## src/rtl/vga_pkg.sv

```systemverilog
// Shared VGA pipeline constants and position types used by every layer of the pixel pipeline.
package vga_pkg;
  localparam int H_ACTIVE = 640;
  localparam int V_ACTIVE = 480;
  localparam int POS_W = 10;
  localparam int DEF_PIX_W = 16;
  localparam logic [DEF_PIX_W-1:0] DEF_KEY_COLOUR = 16'hfff0;

  typedef logic [POS_W-1:0] pos_t;

  typedef struct packed {
    pos_t x;
    pos_t y;
  } point_t;
endpackage

```

## src/rtl/sprite_addr_gen.sv

```systemverilog
// Combinational window hit test and ROM address for one sprite layer.
// The hit test uses one extra bit, so a window reaching past column 1023 is clipped instead of wrapping.
module sprite_addr_gen
  import vga_pkg::*;
#(
  parameter int WIDTH  = 80,
  parameter int HEIGHT = 8,
  parameter int ADDR_W = 17,
  parameter int IDX_W  = 1
) (
  input  point_t            origin,
  input  logic [IDX_W-1:0]  frameIdx,
  input  pos_t              xPosition,
  input  pos_t              yPosition,
  output logic              hit,
  output logic [ADDR_W-1:0] addr
);
  localparam int FRAME_SIZE = WIDTH * HEIGHT;

  logic [POS_W:0]   xEnd, yEnd;
  logic [POS_W-1:0] dx, dy;

  // NOTE: every output gets a default before any branch so no latch is inferred.
  always_comb begin
    xEnd = {1'b0, origin.x} + (POS_W + 1)'(WIDTH);
    yEnd = {1'b0, origin.y} + (POS_W + 1)'(HEIGHT);
    dx   = xPosition - origin.x;
    dy   = yPosition - origin.y;
    hit  = ({1'b0, xPosition} >= {1'b0, origin.x}) && ({1'b0, xPosition} < xEnd) &&
           ({1'b0, yPosition} >= {1'b0, origin.y}) && ({1'b0, yPosition} < yEnd);
    addr = '0;
    if (hit)
      addr = ADDR_W'(frameIdx) * ADDR_W'(FRAME_SIZE) + ADDR_W'(dy) * ADDR_W'(WIDTH) + ADDR_W'(dx);
  end
endmodule

```

## src/rtl/sprite_layer_render.sv

```systemverilog
// Movable, animated sprite window for the VGA layer mixer: drives an external ROM address and returns
// the ROM pixel inside the window or the key colour outside it, ROM_LAT+2 clocks after the scan position.
module sprite_layer_render
  import vga_pkg::*;
#(
  parameter int X0         = 420,
  parameter int Y0         = 0,
  parameter int WIDTH      = 80,
  parameter int HEIGHT     = 8,
  parameter int FRAMES     = 1,
  parameter int FRAME_HOLD = 8,
  parameter int ADDR_W     = 17,
  parameter int PIX_W      = DEF_PIX_W,
  parameter int ROM_LAT    = 1,
  parameter logic [PIX_W-1:0] KEY_COLOUR = PIX_W'(DEF_KEY_COLOUR)
) (
  input  logic              OriginalClk,
  input  logic              ResetN,
  input  logic [POS_W-1:0]  XPosition,
  input  logic [POS_W-1:0]  YPosition,
  input  logic              FrameStart,
  input  logic              PosLoad,
  input  logic [POS_W-1:0]  NewX,
  input  logic [POS_W-1:0]  NewY,
  input  logic              AnimEnable,
  output logic [ADDR_W-1:0] RomAddr,
  input  logic [PIX_W-1:0]  RomData,
  output logic [PIX_W-1:0]  LayerOutput,
  output logic              LayerHit
);
  localparam int IDX_W  = (FRAMES > 1) ? $clog2(FRAMES) : 1;
  localparam int HOLD_W = (FRAME_HOLD > 1) ? $clog2(FRAME_HOLD) : 1;

  point_t             origin, pending;
  logic               pendValid;
  logic [IDX_W-1:0]   frameIdx;
  logic [HOLD_W-1:0]  holdCnt;
  logic               addrHit;
  logic [ADDR_W-1:0]  addrNext;
  logic [ROM_LAT:0]   hitPipe;

  sprite_addr_gen #(
    .WIDTH  (WIDTH),
    .HEIGHT (HEIGHT),
    .ADDR_W (ADDR_W),
    .IDX_W  (IDX_W)
  ) u_addr_gen (
    .origin    (origin),
    .frameIdx  (frameIdx),
    .xPosition (XPosition),
    .yPosition (YPosition),
    .hit       (addrHit),
    .addr      (addrNext)
  );

  // Origin only moves at FrameStart; a load in the same cycle bypasses the pending slot.
  // NOTE: non-blocking assignments so every register samples the pre-edge values of the others.
  always_ff @(posedge OriginalClk or negedge ResetN) begin
    if (!ResetN) begin
      origin    <= '{x: POS_W'(X0), y: POS_W'(Y0)};
      pending   <= '0;
      pendValid <= 1'b0;
    end else if (FrameStart) begin
      if (PosLoad)        origin <= '{x: NewX, y: NewY};
      else if (pendValid) origin <= pending;
      pendValid <= 1'b0;
    end else if (PosLoad) begin
      pending   <= '{x: NewX, y: NewY};
      pendValid <= 1'b1;
    end
  end

  always_ff @(posedge OriginalClk or negedge ResetN) begin
    if (!ResetN) begin
      frameIdx <= '0;
      holdCnt  <= '0;
    end else if (FrameStart && AnimEnable) begin
      if (holdCnt == HOLD_W'(FRAME_HOLD - 1)) begin
        holdCnt  <= '0;
        frameIdx <= (frameIdx == IDX_W'(FRAMES - 1)) ? '0 : frameIdx + IDX_W'(1);
      end else begin
        holdCnt <= holdCnt + HOLD_W'(1);
      end
    end
  end

  // hitPipe[0] pairs with RomAddr; hitPipe[ROM_LAT] pairs with the returned RomData.
  // NOTE: the hit pipe is reset so in-flight pixels vanish on reset; the ROM contents never need one.
  always_ff @(posedge OriginalClk or negedge ResetN) begin
    if (!ResetN) begin
      RomAddr     <= '0;
      hitPipe     <= '0;
      LayerHit    <= 1'b0;
      LayerOutput <= KEY_COLOUR;
    end else begin
      RomAddr     <= addrNext;
      hitPipe     <= {hitPipe[ROM_LAT-1:0], addrHit};
      LayerHit    <= hitPipe[ROM_LAT];
      LayerOutput <= hitPipe[ROM_LAT] ? RomData : KEY_COLOUR;
    end
  end
endmodule
```

## config.mk

```make
export PLATFORM = sky130hd
export DESIGN_NAME = sprite_layer_render
export DESIGN_NICKNAME = d
export VERILOG_FILES = /design/src/rtl/vga_pkg.sv /design/src/rtl/sprite_addr_gen.sv /design/src/rtl/sprite_layer_render.sv
export SDC_FILE = /design/constraint.sdc
export NUM_CORES = 1
export LEC_CHECK = 0
export CAP_MARGIN = 20
export CORE_ASPECT_RATIO = 0.75
export CORE_MARGIN = 4
export CORE_UTILIZATION = 60
export CTS_BUF_LIST = sky130_fd_sc_hd__clkbuf_8
export CTS_CLUSTER_SIZE = 30
export DETAILED_ROUTE_END_ITERATION = 12
export DONT_BUFFER_PORTS = 1
export GPL_TIMING_DRIVEN = 1
export PLACE_DENSITY = 0.76
export SYNTH_ARGS = -nofsm -noshare
export SYNTH_HDL_FRONTEND = slang
export SYNTH_SLANG_ARGS = --single-unit
```

## constraint.sdc

```tcl
create_clock -name OriginalClk -period 7.1 [get_ports OriginalClk]
set_input_delay 1.42 -clock OriginalClk [delete_from_list [all_inputs] [get_ports OriginalClk]]
set_output_delay 1.42 -clock OriginalClk [all_outputs]
set_load 0.05 [all_outputs]
```

The metal 1 layer:
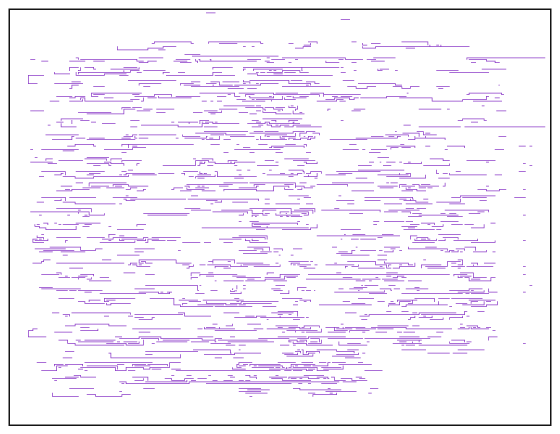
wire length on this layer: 4,260 microns
main direction: horizontal
longest straight run: 31.7 microns
nets with wire on the layer: 587

Register map, names as in the netlist:
Other sequential cells in the stronger gray, the rest of the logic in the fainter gray.
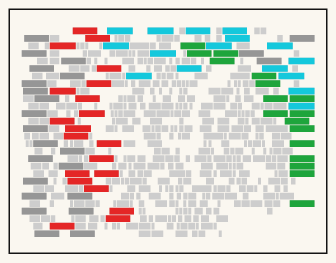
legend:
  RomAddr:
    color: green
    flops: 17
  origin:
    color: red
    flops: 20
  LayerOutput:
    color: cyan
    flops: 16

Cell area per tile:
11 x 9 tiles, from white (low) to dark blue (high), 0 to 100% covered.
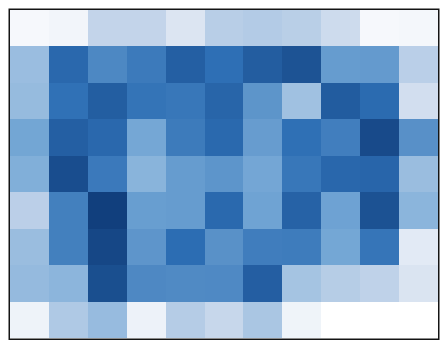
fullest tile: 94%
emptiest ninth of the die: lower right
nearly empty tiles: 3.0%
tiles over 75% full: 23%
mean over tiles: 52%

Metal 2:
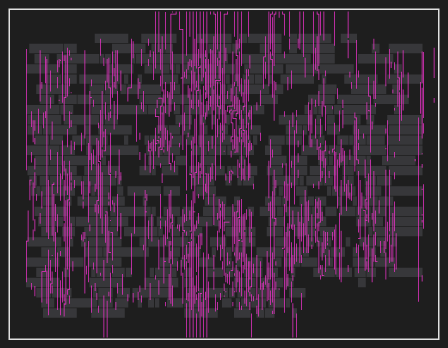
main direction: vertical
wire length on this layer: 4,810 microns
share of all routed wire: 49%
longest straight run: 49.1 microns

Placement view:
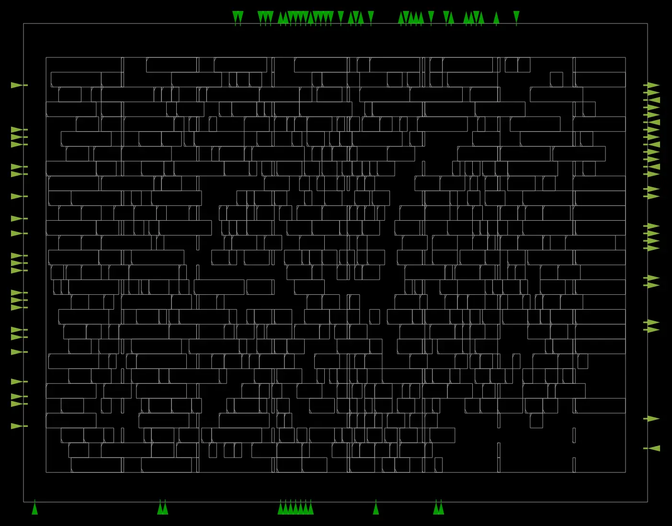
total of fill cells in the finished design: 638
cell row count: 28

==> run notes <==
- clock tree from TritonCTS: yes
- post-route antenna net violation count: 0
- # Taps: 105
- number of synthesis warnings: 0
- final-layout non-clock buffer area share: 0.00280
- Leak Pwr: 0.00251 uW
- Flop pwr share: 0.286
- Internal Power: 1260 uW
- CP Cell Sequence: inv_1 -> ha_1 -> inv_1 -> fa_1 -> a21o_1 -> a211oi_1 -> nor2_1 -> ha_1 -> inv_1 -> fa_1 -> xnor2_1 -> ha_1 -> ha_1 -> o21a_1 -> o31ai_1 -> a21oi_1 -> nand2_1 -> nor4_1 -> xnor3_1 -> nor2_4
- # port buffers: 0
- Cell Area, Synth: 0.00510 sq mm
- Register Area: 0.00195 sq mm
- post-DR vias/cell: 5.68
- nonclk inv count: 47
- worst min-delay path startpoint: hitPipe[0]
- clock skew: 0.0115 ns
- share of the clock period used by the worst path after layout: 0.748
- pin slew with the least headroom to its limit: 1.07 ns
- quantity of hold-fixing buffers added after cts: 0
- endpoint of the worst register-to-register path: RomAddr[15]
- H-tree depth reported by CTS: 3
- core region area: 0.00809 sq mm
- power density of the placed cells: 434 mW/mm^2
- capture endpoint of the worst hold path: hitPipe[1]
- number of post-CTS setup repair buffers: 0
- CP required: 7.37 ns
- detailed placer's ending HPWL: 7960 microns
- Logic Gate Count: 368
- path category of the worst min-delay check: register to register
- wire length of the first global-routing pass: 16,400 microns
- clock latency reported for the late side of the worst-skew pair: 0.35 ns
- critical path's most frequent cell: ha_1
- count of flip-flops with a built-in enable after synthesis: 0
- Area-dominant class: combinational gates
- count of final hold-check violations: 0
- buffers outside the clock class: 2
- met1 Resource Use GR: 0.248
- async set-or-reset flop fraction in the synthesized netlist: 1.00
- Final GP Congestion: 0.885
- post-synthesis average cell area: 10.1 sq um
- routed via count: 3,493
- P&R area growth vs syn: 5.25%
- total tool warning count: 29
- cell depth of the worst setup path: 20
- final-layout worst hold slack: 0.352 ns
- Pins Over Slew Limit: 0
- portion of total power attributed to the clock network: 0.129
- Yosys Instances: 504
- Met1 Wirelength: 4260 microns
- final setup violation count: 0
- most frequent cells after synthesis: 61 x dfrtp_1, 61 x ha_1, 46 x inv_1, 33 x o21ai_0, 31 x nor2_1
- ys flops: 77
- die outline area: 0.0101 sq mm
- multi-input logic portion of the cell area: 0.542
- reported net switching power: 1070 uW
- VDD IR-drop max: 353 uV
- unrepaired setup endpoints after global routing: no
- timing startpoint of the critical path: YPosition[0]
- DRC violations left: 0
- largest cells by area after synthesis: dfrtp_1 30%, ha_1 15%, dfstp_2 8.2%
- count of unique library cells instantiated by Yosys: 57
- cells after synthesis: 504
- FF-to-FF Start: origin[0]
- total of max-cap violations: 0
- primary flip-flop cell chosen by synthesis mapping: dfrtp_1
- clock slew at the register clock pins of the worst setup and hold paths: 0.07 ns
- cell family with the largest share of critical-path delay: adder cells
- total number of sequential cells: 77
- total detailed-routing wirelength: 9870 microns
- grt met2 use: 0.349
- total length of routed met2 wires: 4810 microns
- die outline width: 114 microns
- via count of the first global-routing pass: 3,517
- multi-input combinational cell area: 0.00291 sq mm
- number of nets in the synthesized netlist: 630
- FP Core Util: 0.630
- Worst slew margin: 0.289
- nets: 631
- Max power group: combinational cells
- run status: finished clean
- clock tree root buffer cell: clkbuf_8
- post-cts repair resize count: 0
- clock network share of area: 0.0347
- capture point of the critical path: RomAddr[15]
- combinational power: 1360 uW
- share of total power in combinational logic: 0.585
- worst reg-to-reg path cell count: 19
- total congestion overflow after global routing: 0
- Overall Global Routing Usage: 0.205
## flip-flops by register name (all words and copies together) (netlist names)
name and cells:
hitPipe 2, pending 20, LayerOutput 16, pendValid 1, origin 20, RomAddr 17
LayerHit 1
## per-stage QoR
step / utilization / instance area (sq um) / cells
finish: 0.663 / 5370 / 615
global route: 0.663 / 5370 / 615
CTS: 0.663 / 5370 / 615
detailed placement: 0.640 / 5180 / 599
global placement: 0.640 / 5180 / 599
floorplan: - / 5100 / 504
## kinds of logic (layout without fill, tap and decap cells)
logic type      after synthesis  in the layout  share of synthesized area
compound gates               99             99                      0.127
xor+xnor                     34             34                     0.0611
fa+ha+maj                    65             65                      0.165
buf+inv                      59             65                     0.0481
flops                        77             77                      0.382
mux                          40             40                     0.0834
simple gates                130            130                      0.133
Power and IR drop assume default switching activity.
